Design pd_debug_cnt_bank, sky130hd; sources not shown.
met1.png
Scale bar: 50 µm. Cells faint in the background.
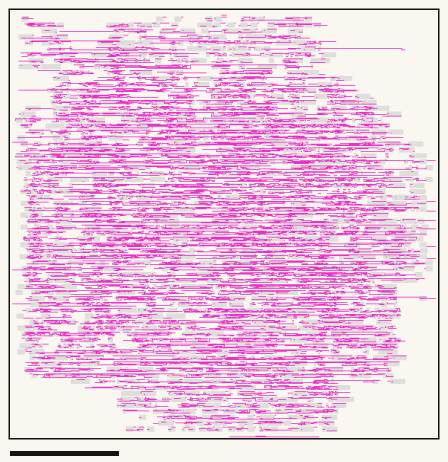
share of all routed wire = 43%
longest straight run = 63.9 µm
main direction = horizontal
wire length on this layer = 24.7 mm
GRT met1 Usage: 0.402
WL final: 57.9 mm
Vias: 16,200

met4.png
Scale bar: 50 µm.
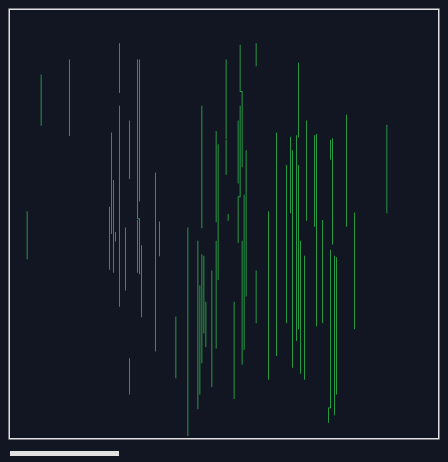
main direction = vertical
nets with wire on the layer = 51
longest straight run = 102 µm

met2.png
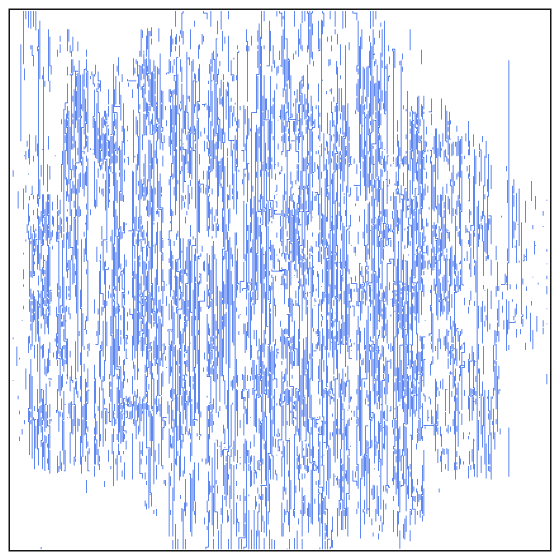
share of all routed wire = 45%
nets with wire on the layer = 1,830
main direction = vertical
wire length on this layer = 25.8 mm
met2 usage: 0.466

final_clocks.png
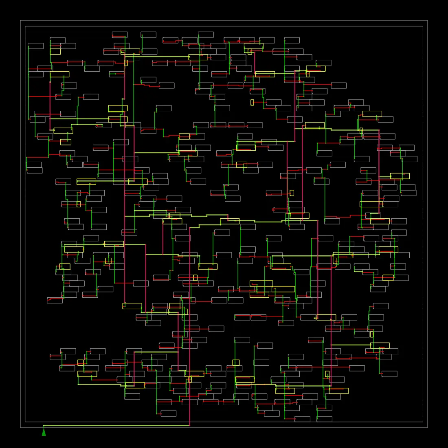
clk_skew: 0.0156 ns
Worst-Skew Late Latency: 0.55 ns
clkbuf count: 51

==> results.toml <==
# synthesis and place-and-route metrics
[worst_setup_path]
r2r_slack_ns = 4.77
crit_required_ns = 8.90
r2r_cells = 9

[route]
highest-signal-layer = "met4"
drt_first_iter_violations = 1662
wl_met1_mm = 24.7
wl_per_cell_um = 22.2

[logic_synthesis]
fa_ha_area_frac = 0.0225
synth.distinct_cells = 79
fp_nets = 2168
ys_async_sr_fraction = 0
syn_area_mm2 = 0.0173
ys.flop_type = "dfxtp_1"
ys_area_mm2 = 0.0173
synth_flops = 312
postSynthSeqShare = 0.361
topCombFamilyByArea = "simple AND/OR/NAND/NOR gates"

[floorplan]
die_h_um = 196
initial_core_util = 0.475
die_w_um = 196
fp-row-count = 70

[global_route]
grt_max_degree = 179
grt_pass1_vias = 15100
overflow = 0

[sta]
fin_crit_ns = 6.40
slew_violations = 0

[run_status]
status = "complete, no violations"

[clocking]
cts_tree = "done"
numCtsBuffers = 36
cts_hold_buf = 0

[placed_design]
gp_congestion = 0.947
hpwl_mm = 42.0

[final_layout]
lay_top_count = "dfxtp_1"
layout.nets = 2203
syn_to_final_growth_pct = 14.5
antenna_cells = 0

[power]
ir_drop_uv = 103

[run]
warnings = 28
==> report_power, final <==
group	internal (W)	switching (W)	total, W	leakage [nW]
combinational	0.000112	0.000215	0.000327	3.75
sequential	0.00148	0.0000165	0.00150	2.52
clock	0.000958	0.000640	0.00160	0.591
==> Yosys cell counts (13+ instances only) <==
cell type | number | area [µm²]
nand2_1 | 260 | 976
mux4_2 | 28 | 631
a21oi_1 | 177 | 886
and2_1 | 43 | 269
dfxtp_1 | 312 | 6250
a31oi_1 | 17 | 106
nor3_1 | 39 | 195
ha_1 | 28 | 350
o211ai_1 | 51 | 383
mux2_2 | 13 | 146
nor4_1 | 22 | 138
clkbuf_1 | 110 | 413
and4_1 | 17 | 149
inv_1 | 23 | 86.3
a22oi_1 | 16 | 120
o21ai_0 | 102 | 510
nand4_1 | 70 | 438
nand3_1 | 77 | 385
nor2_1 | 176 | 661
xnor2_1 | 112 | 981
and3_1 | 40 | 250
a211oi_1 | 24 | 180
xor2_1 | 72 | 631
mux2i_1 | 85 | 851
==> through the flow <==
step	cell area [µm²]	util	std cells	setup WS, ns
2_1_floorplan	17300	-	2078	3.25
3_3_place_gp	18600	0.511	2543	1.89
3_5_place_dp	18600	0.511	2543	1.66
4_1_cts	19800	0.544	2606	2.21
5_1_grt	19800	0.544	2606	1.71
6_report	19800	0.544	2606	2.10
==> final cells by class <==
type / count / area, µm²
timing repair buffer: 128 / 1230
clock inverter: 12 / 144
multi-input combinational: 1612 / 10500
clock buffer: 51 / 1060
sequential: 312 / 6250
inverter: 23 / 86.3
tap: 468 / 586
fill: 3407 / 16600
==> per-layer routing <==
metal  track usage  up-vias
li1              -     7558
met1         0.402     7760
met2         0.466      705
met3        0.0423      143
met4         0.159        0
met5             0        -
Power and IR drop assume default switching activity.
